<file path="src/rtl/fifo_wr_arbiter.sv">
// fifo_wr_arbiter: shares one FIFO write port between NUM_REQ valid/ready
// producers. Round-robin arbitration with bursts capped at MAX_BURST beats.
// One IDLE re-arbitration cycle sits between consecutive grants.
//
// Ports:
//   clk          - clock, all state on rising edge
//   rst          - asynchronous active-high reset
//   req_valid    - per-producer data valid
//   req_data     - packed producer data, producer i at [i*DATA_WIDTH +: DATA_WIDTH]
//   req_ready    - per-producer accept (zero-latency, decoded from grant state)
//   fifo_full    - FIFO full flag, stalls the active grant
//   fifo_wr_en   - FIFO write enable
//   fifo_data_in - FIFO write data (granted producer's slice, else 0)
//   grant_valid  - a grant is active
//   grant_id     - granted producer index, 0 when no grant
module fifo_wr_arbiter #(
    parameter int unsigned NUM_REQ    = 4,
    parameter int unsigned DATA_WIDTH = 8,
    parameter int unsigned MAX_BURST  = 4
) (
    input  logic                          clk,
    input  logic                          rst,
    input  logic [NUM_REQ-1:0]            req_valid,
    input  logic [NUM_REQ*DATA_WIDTH-1:0] req_data,
    output logic [NUM_REQ-1:0]            req_ready,
    input  logic                          fifo_full,
    output logic                          fifo_wr_en,
    output logic [DATA_WIDTH-1:0]         fifo_data_in,
    output logic                          grant_valid,
    output logic [$clog2(NUM_REQ)-1:0]    grant_id
);

    localparam int unsigned IDX_W = $clog2(NUM_REQ);
    localparam int unsigned CNT_W = $clog2(MAX_BURST) + 1;

    localparam logic [IDX_W-1:0] LAST_IDX  = IDX_W'(NUM_REQ - 1);
    localparam logic [CNT_W-1:0] LAST_BEAT = CNT_W'(MAX_BURST - 1);

    typedef enum logic {
        IDLE  = 1'b0,
        GRANT = 1'b1
    } state_t;

    state_t             state;
    logic [IDX_W-1:0]   gnt;
    logic [IDX_W-1:0]   rr_ptr;
    logic [CNT_W-1:0]   beat_cnt;

    logic               pick_found_c;
    logic [IDX_W-1:0]   pick_idx_c;
    logic [DATA_WIDTH-1:0] sel_data_c;
    logic               xfer_c;
    logic               rel_c;

    // First asserted requester scanning from rr_ptr upward with wrap-around
    always_comb begin
        pick_found_c = 1'b0;
        pick_idx_c   = '0;
        for (int unsigned k = 0; k < NUM_REQ; k++) begin
            if (!pick_found_c && req_valid[IDX_W'((32'(rr_ptr) + k) % NUM_REQ)]) begin
                pick_found_c = 1'b1;
                pick_idx_c   = IDX_W'((32'(rr_ptr) + k) % NUM_REQ);
            end
        end
    end

    // Data slice of the granted producer
    always_comb begin
        sel_data_c = '0;
        for (int unsigned i = 0; i < NUM_REQ; i++) begin
            if (gnt == IDX_W'(i)) begin
                sel_data_c = req_data[i*DATA_WIDTH +: DATA_WIDTH];
            end
        end
    end

    assign grant_valid  = (state == GRANT);
    assign grant_id     = grant_valid ? gnt : '0;
    assign xfer_c       = grant_valid & req_valid[gnt] & ~fifo_full;
    assign fifo_wr_en   = xfer_c;
    assign fifo_data_in = grant_valid ? sel_data_c : '0;

    // Burst ends on its last counted beat, or when the owner withdraws valid
    assign rel_c = (xfer_c && (beat_cnt == LAST_BEAT)) || !req_valid[gnt];

    // Ready only to the owner, and never while the FIFO is full
    always_comb begin
        req_ready = '0;
        for (int unsigned i = 0; i < NUM_REQ; i++) begin
            if (grant_valid && !fifo_full && (gnt == IDX_W'(i))) begin
                req_ready[i] = 1'b1;
            end
        end
    end

    // Arbitration FSM
    always_ff @(posedge clk or posedge rst) begin
        if (rst) begin
            state    <= IDLE;
            gnt      <= '0;
            rr_ptr   <= '0;
            beat_cnt <= '0;
        end else begin
            case (state)
                IDLE: begin
                    if (pick_found_c) begin
                        gnt      <= pick_idx_c;
                        beat_cnt <= '0;
                        state    <= GRANT;
                    end
                end
                GRANT: begin
                    if (rel_c) begin
                        state    <= IDLE;
                        rr_ptr   <= (gnt == LAST_IDX) ? '0 : gnt + IDX_W'(1);
                        beat_cnt <= '0;
                    end else if (xfer_c) begin
                        beat_cnt <= beat_cnt + CNT_W'(1);
                    end
                end
                default: state <= IDLE;
            endcase
        end
    end

endmodule
</file>
<file path="config.mk">
export PLATFORM = sky130hd
export DESIGN_NAME = fifo_wr_arbiter
export DESIGN_NICKNAME = d
export VERILOG_FILES = /design/src/rtl/fifo_wr_arbiter.sv
export SDC_FILE = /design/constraint.sdc
export NUM_CORES = 1
export LEC_CHECK = 0
export ABC_CLOCK_PERIOD_IN_PS = 2450
export CORE_MARGIN = 1
export CORE_UTILIZATION = 37
export CTS_CLUSTER_DIAMETER = 30
export DETAILED_ROUTE_END_ITERATION = 7
export PLACE_DENSITY = 0.8
export REMOVE_ABC_BUFFERS = 1
export SYNTH_ARGS = -nofsm -noshare
export SYNTH_HDL_FRONTEND = slang
export SYNTH_SLANG_ARGS = --single-unit
</file>
<file path="constraint.sdc">
create_clock -name clk -period 2.45 [get_ports clk]
set_input_delay 0.6125 -clock clk [delete_from_list [all_inputs] [get_ports clk]]
set_output_delay 0.6125 -clock clk [all_outputs]
set_load 0.01 [all_outputs]
</file>
### Cell sizes after repair, run 1

Drawn at 6 px/um.
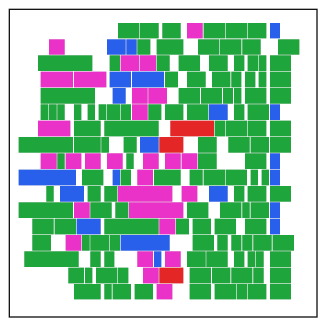
| size | color | cells | share | most used |
|---|---|---|---|---|
| drive 3 to 4 | magenta | 28 | 15% | buf_4 |
| drive 1 or less | green | 131 | 72% | clkdlybuf4s50_1 |
| drive 2 | blue | 20 | 11% | clkbuf_2 |
| drive 6 and up | red | 3 | 1.6% | buf_6 |
Finished Cell Area: 0.00165 mm2
Repair and plain buffers: 75
post-synthesis to final-layout area growth: 85.2%
final worst slack: 64.9 ps

### Floorplan with the power grid, run 1

Drawn at 10 px/um. Pins as bars on the die edge.
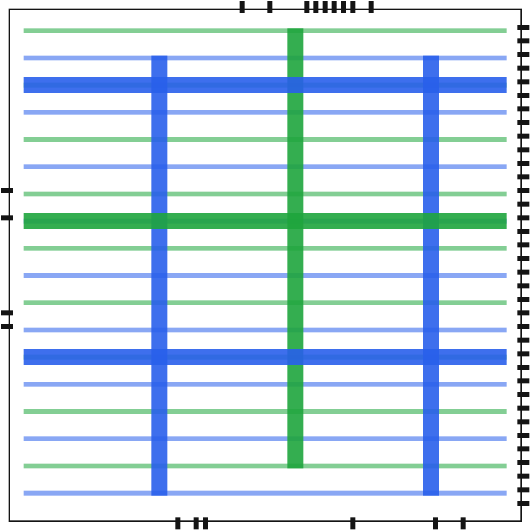
| net | color |
|---|---|
| VDD | green |
| VSS | blue |
signal pins: 55
met1 rails: 18
rows: 17
met5 straps: 3
met4 straps: 3

==> impl.org, run 1 <==
* Implementation run

** Outcome
- The run finished with clean final reports.

** Timing
- Max-slew violation count :: 0
- Maximum achievable frequency :: 419 MHz
- Final worst clock skew :: 2.10 ps
- Slew HR :: about four fifths
- The transition time recorded at the tightest slew-check pin is 314 ps.
- Aggregate negative setup slack :: 0 ps
- Ratio of final minimum period to clock period :: between 90 and 100%
- Post-Route Hold Slack :: 512 ps
- Hold-check failures listed in the final report amount to 0.
- Counting I/O delays and the setup requirement, the final critical path takes between 2000 and 2500 ps.
- Number of setup violations in the final report :: 0

** Pwr
- The biggest slice of the total power is consumed by combinational cells.
- VDD sags by at most ~0.00069 V.
- Power of the combinational group :: around 1.3 mW
- Switching power share of the total :: 41.0%
- Power in sequential cells :: 256 uW
- Power dissipated in the clock network :: 101 uW
- Cell area power density :: just over 1000 mW/mm2
- The power report lists cell-internal power as roughly 1000 uW.
- Share of total power in sequential cells :: 15.5%
- The script extracted a total leakage power of 0.800 nW.
- Relative contribution of the clock network to total power :: between 6 and 7%
- Per the OpenROAD power report, switching power amounts to 678 uW.
- Total Power :: approximately 1.7 mW
- Looking at the power breakdown, combinational cells take 78.4% of the total.

** Drt
- For this run, the detailed router reports a per-instance via density of between 5 and 6.
- The first detailed-routing pass ran for 5 iterations.
- Starting DRC count in detailed routing :: 13
- In the final routed layout, each cell accounts on average for 13.9 um.
- The script parses the final routing iteration and logs DRC violations as 0.
- Once detail routing completed, the nets flagged for antenna violations numbered 0.
- Total number of vias :: about 1100
- Detailed-route wire length :: 2920 um

** Place
- Before CTS, the worst setup slack after placement is -430 ps.
- Once detailed placement completed, the half-perimeter wirelength came to between 2000 and 2500 um.
- Final estimated routing congestion in global placement :: 0.886
- The buffer_ports step reported a buffer count of roughly 54.
- Placed Area :: around 0.0016 mm2
- Post-placement cell count :: 203

** Critical path
- Per STA, the highest per-stage delay on the worst path measures 380 ps.
- Sort of element at the start of the critical path :: flip-flop
- STA classifies the critical path endpoint as a primary output.
- Largest fanout on the critical path :: 8
- The critical path endpoint has a required time of 1840 ps.
- Ordered cell list for the critical path :: inv_2 -> ha_4 -> buf_6 -> and3b_1 -> a21oi_1 -> o21ai_1 -> a22o_1 -> clkdlybuf4s15_1
- The timing report shows that the slowest cell on the worst path is dfrtp_1.
- Critical path class :: reg2out
- STA puts the critical path data arrival time at 1770 ps.

** Die
- Per the OpenROAD floorplan log, the width of the die is 51.0 um.
- Count of pins on the block boundary :: ~55
- Before placement the cells fill 39.8% of the core.
- Overall die area :: 0.00260 mm2
- The die is 51.0 um tall.
- Area of the core :: 0.00223 mm2
- In this run the core area contains 17 standard-cell rows.

** Final layout
- The layout report lists the multi-input gate area as roughly 680 um2.
- Layout cell share with drive strength beyond 1 :: 28.0%
- Summing all flip-flop and latch instances after layout gives 201 um2.
- Fill cell instance count of the final layout :: about 170
- Antenna cells :: 0
- For this run, the share of the core covered by cells in the final layout is 73.8%.
- Final-stage net count :: 229
- Excluding fillers, the count of instances in the completed layout stands at 210.

** Synth
- Most frequently used flop master after synthesis :: dfrtp_1
- AND/OR/NAND/NOR Cells, Area Fraction :: 27.1%
- Largest combinational cell category by area :: simple AND/OR/NAND/NOR gates
- After synthesis the cells add up to roughly 890 um2.
- The synthesis run shows the most used standard cells to be nand2_1, o21ai_0, a21oi_1.
- After synthesis, the mean cell area works out to approximately 8.1 um2.
- Per the synthesis report, the AND-OR/OR-AND share of the synthesized area is 23.3%.
- For this design, Yosys synthesis ends with a cell count of 110.
- Yosys reports the multiplexer fraction of the synthesized area as 12.4%.
- In this run, the synthesized area fraction spent on adder and majority cells is recorded as under 10%.
- Sequential area share after synthesis :: 22.5%
- Yosys reg bits :: 8
- The Yosys step of the flow raised 0 warnings.
- The synthesized netlist contains 28 unique library cells.
- Summed over its instances, the top area cell type makes up a little under a quarter of the synthesized netlist area.
- Counting flops with an async set or reset pin after synthesis yields a share of 100%.
- After synthesis, the chip area reported by Yosys is 890 um2.
- The synthesis report lists the most area-consuming cells as dfrtp_1, ha_1, a22o_1, and3b_1, o21ai_0.
- Yosys mapped a number of flops with a built-in enable equal to 0.
- Synthesized instance count :: 110
- The largest total area in the synthesized netlist belongs to dfrtp_1.
- XOR Share, Synth :: 0%

** Clock network
- Clock Root Buffer :: clkbuf_4
- # H-tree levels :: 1
- Clock buffers created by TritonCTS :: 3
- Hold repair after CTS inserted 0 buffers.
- The later pin in the worst-skew pair is clocked with a latency of 250 ps.
- Maximum buffer depth of the clock tree :: 2
- TritonCTS clock tree :: built
- After clock tree synthesis, the repair step resized 32 gates.
- Post-CTS setup repair buffer count :: 2
- Clock input transition at the sequential cells of the worst setup and hold paths :: 50 ps
- The CTS log lists the clock sinks for this run as 8.

** GRT
- Maximum number of pins on one net before global-route repair :: 17
- Global-route wire length before repair :: 4400 um
- Overall fraction of global-route tracks in use :: 22.2%
- Leftover overflow at the end of global routing :: 0
- The number of antenna violations at the first check in global routing came to 0.
- Vias in the first global route :: 1021

** Job
- The report counts max-capacitance violations totalling 0.
- Warnings raised by the tools during the run amount to 29.

** Hold path
- Path category of the worst min-delay check :: reg2reg
### Sequential cells grouped by signal name, run 1

Drawn at 8 px/um.
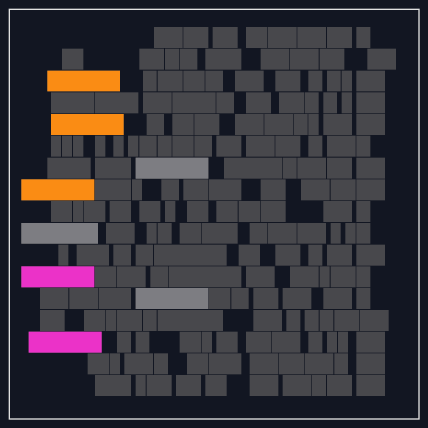
| name in the netlist | color | flops |
|---|---|---|
| beat_cnt | orange | 3 |
| rr_ptr | magenta | 2 |

## run 1: registers in the layout (all words and copies together), names as in the netlist
signal / count
gnt: 2
rr_ptr: 2
beat_cnt: 3
grant_valid: 1
## run 1: final cells by class
cell class	instances	area share (%)
inverter	8	1.82
tap	28	2.13
clock buffer	3	1.37
multi-input combinational	88	41.2
timing repair buffer	75	41.3
sequential	8	12.2
## run 1: worst paths after layout
path                       depth (start not counted)  slack, ps   startpoint               to
max in group asynchronous                          2       1580          rst           gnt[0]
min reg2reg                                        1        510  beat_cnt[2]      beat_cnt[2]
min in group asynchronous                          2        610          rst        rr_ptr[1]
max reg2reg                                        6        650       gnt[0]      beat_cnt[2]
min                                                1        510  beat_cnt[2]      beat_cnt[2]
max                                                8         60       gnt[1]  fifo_data_in[0]
## run 1: critical path: cells and delay by family, from the launching register on
family / cells / cell delay (ps)
fa+ha+maj: 1 / 160
compound gates: 3 / 350
flops: 1 / 380
buf+inv: 3 / 450
simple gates: 1 / 170
## run 1: layer usage
layer  global-route usage, %  vias up  wire [um]
li1                        -      536          -
met1                    25.5      498       1230
met2                    40.1       60       1390
met3                    4.76        2        283
met4                    6.94        0         15
met5                       0        -          0
## run 1: layout by cell type (no fill, tap or decap), types with 2 or more instances in the layout
cell,count
nand3_1,2
mux2_4,3
dlygate4sd2_1,6
buf_4,18
buf_6,2
dlymetal6s2s_1,2
a21oi_1,8
a21oi_2,2
inv_2,2
ha_4,2
nand2b_1,2
a22o_1,8
o21ai_1,5
nor2_1,4
and2_4,2
mux2_2,2
and2_1,7
nor2b_2,2
mux2i_1,2
clkbuf_2,5
ha_1,3
clkbuf_4,3
inv_1,6
buf_2,2
clkdlybuf4s50_1,37
nand2_1,11
clkdlybuf4s15_1,2
o21ai_0,6
dfrtp_1,7
and3b_1,8
==> inputs of run 2 (changes only) <==
--- a/config.mk
+++ b/config.mk
@@ -6,6 +6,7 @@
 export NUM_CORES = 1
 export LEC_CHECK = 0
 export ABC_CLOCK_PERIOD_IN_PS = 2450
+export CAP_MARGIN = 15
 export CORE_MARGIN = 1
 export CORE_UTILIZATION = 37
 export CTS_CLUSTER_DIAMETER = 30
### Floorplan with the power grid, run 2

Drawn at 10 px/um. Pins as bars on the die edge.
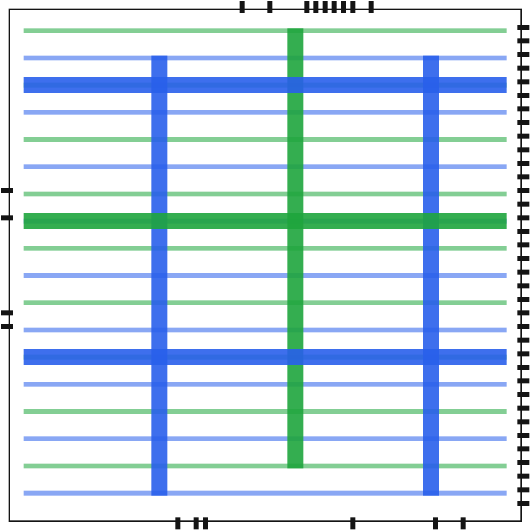
| net | color |
|---|---|
| VDD | green |
| VSS | blue |
met1 rails: 18
rows: 17
met4 straps: 3
met5 straps: 3
signal pins: 55
area of the core: 0.00223 mm2
horizontal die dimension: 51.0 um
Die Y: 51.0 um

==> impl.org, run 2 <==
* Implementation run

** Pwr
- The total power consumption of the routed design came to 1.66 mW (unchanged).
- Switching power share of the total :: 41.0% (unchanged)
- The portion of total power attributed to the clock network is 6.1% (about the same).
- The maximum ir drop on the vdd rail is 0.000691 V (unchanged).
- Top power group :: combinational cells
- Part of the total power dissipated in combinational logic :: 78.4% (about the same)
- Internal cell power :: 978 uW (unchanged)
- The reported combinational group power is 1.30 mW (about the same).
- Power in sequential cells :: 256 uW (about the same)
- The areal power density over the cells was 1010 mW/mm2 (unchanged).
- The net switching component of the power was 678 uW (unchanged).

** Final layout
- Final-stage net count :: 229 (unchanged)
- Utilization of the core after routing :: 73.8% (unchanged)
- The count of inserted antenna diode cells was 0 (unchanged).
- Top cell excl fill/tap :: clkdlybuf4s50_1
- Layout cell share with drive strength beyond 1 :: 28.0% (unchanged)
- Post-synthesis to final-layout area growth :: 85.2% (unchanged)
- Most frequently placed logic cells in the final layout :: clkdlybuf4s50_1, buf_4, nand2_1
- Regs by FF count :: beat_cnt: 3 flops, gnt: 2 flops, rr_ptr: 2 flops

** Timing
- Final period demand of the worst path :: 2390 ps (unchanged)
- Tightest Pin Transition :: 314 ps (unchanged)
- The largest clock skew in the final design was 2.10 ps (unchanged).
- Slew HR :: 79.1% (unchanged)
- The final tally of max-slew violations came to 0 (unchanged).
- The top achievable clock speed came to 419 MHz (unchanged).

** GRT
- The number of global-route vias before repair came to 1021 (unchanged).
- The global-route wire length before repair is 4400 um (unchanged).
- The number of antenna violations at the first check in global routing came to 0 (unchanged).

** Drt
- The via total after detailed routing was 1096 (unchanged).
- The number of violations reported at the end of detailed-routing iteration 0 was 13 (unchanged).
- Number of nets still failing antenna checks after routing :: 0 (unchanged)
- The length of the first detailed-routing pass in iterations came to 5 (unchanged).
- Wirelength per Cell :: 13.9 um (unchanged)
- The average via count per standard cell was 5.22 (unchanged).

** Critical path
- The delay of the slowest critical-path stage is 380 ps (about the same).
- Length in cells of the worst reg-to-reg path :: 6 (unchanged)
- Worst flop-to-flop path startpoint :: gnt[0]
- Critical path class :: reg2out
- Sort of element at the start of the critical path :: flip-flop
- The number of buffer and inverter instances along the worst setup path came to 3 (unchanged).
- Minimum setup slack among reg-to-reg paths :: 650 ps (about the same)
- The signal arrival time at the worst endpoint is 1770 ps (about the same).
- Critical path data required time :: 1840 ps (about the same)

** Job
- Stage-log warning count :: 29 (unchanged)
- The tally of max-capacitance violations came to 0 (unchanged).

** Clock network
- The clock slew seen by the registers of the worst setup and hold paths came to 50 ps (about the same).
- The CTS buffer count was 3 (unchanged).
- # H-tree levels :: 1 (unchanged)
- Number of clock sinks seen by CTS :: 8 (unchanged)

** Outcome
- The flow ran to the end, and the final reports show no timing, DRC or antenna violations.

** Synth
- The cell count in the Yosys report is 110 (unchanged).
- Dominant cells by area after synthesis :: dfrtp_1, ha_1, a22o_1, and3b_1, o21ai_0
- The share of synthesized cell area in and-or and or-and compound cells is 23.3% (unchanged).
- Sorting the synthesized cells by how often they occur yields nand2_1, o21ai_0, a21oi_1.
- The number of enable-type register cells in the synthesized netlist was 0 (unchanged).
- Share of flip-flops with an asynchronous set or reset after synthesis :: 100% (unchanged)
- The synthesized netlist cell count came to 110 (unchanged).
- Cell accounting for the most synthesized area :: dfrtp_1
- AND/OR/NAND/NOR Cells, Area Fraction :: 27.1% (unchanged)
- The area fraction of the dominant cell type after synthesis is 22.5% (unchanged).
- Number of library cell types mapped by synthesis :: 28 (unchanged)
- The share of synthesized area spent on multiplexers was 12.4% (unchanged).
- The flip-flop and latch count after synthesis was 8 (unchanged).
- Yosys adder share :: 8.44% (unchanged)

** Hold path
- Hold path cells :: 1 (unchanged)

** Die
- Overall die area :: 0.00260 mm2 (unchanged)
- Fp_density :: 39.8% (unchanged)
- The row count came to 17 (unchanged).
## run 2: cell counts after synthesis
Identical to the previous run, type by type.
## run 2: worst max path at each step
stage	from	to	depth (start not counted)
floorplan	gnt[1]	fifo_data_in[6]	6
global placement	req_valid[1]	fifo_wr_en	4
detailed placement	req_valid[1]	fifo_wr_en	4
CTS	fifo_full	req_ready[1]	4
global route	gnt[1]	fifo_data_in[1]	8
finish	gnt[1]	fifo_data_in[0]	8
## run 2: what timing repair did
item	4_1_cts	5_1_grt
endpoints found under the setup margin	13	10
buffers inserted	2	2
pin swaps	0	1
cloned	0	0
resized	32	25
## run 2: cell type report
class	count	area (um2)	share of cell area [%]
Clock buffer	3	22.5	1.37
Inverter	8	30.0	1.82
Multi-Input combinational cell	88	678	41.2
Sequential cell	8	201	12.2
Tap cell	28	35.0	2.13
Timing Repair Buffer	75	681	41.3
## run 2: routing by layer
layer	wire length [um]	share of wire (%)	track usage [%]	vias up
met2	1390	48	40.1	60
met3	283	9.7	4.76	2
met5	0	0	0	-
met1	1230	42	25.5	498
met4	15	0.51	6.94	0
li1	-	-	-	536
## run 2: cells by family (layout without fill, tap and decap cells)
group | Yosys count | count (layout)
AOI/OAI and AO/OA | 33 | 33
muxes | 8 | 8
buffers and inverters | 14 | 86
and+or+nand+nor | 41 | 41
adders and majority gates | 6 | 6
DFF | 8 | 8
## run 2: through the flow
step	setup TNS [ps]	instance area, um2	setup WS [ps]	hold slack (ps)	instances
after floorplan	0	865	329	428	104
after global placement	-2410	1580	-395	491	203
after detailed placement	-2710	1580	-430	496	203
after CTS	0	1630	0.409	512	208
after global routing	-5.97	1650	-5.97	549	210
final	0	1650	64.9	512	210
No activity file was given, so power comes from the tool's default toggle rates.
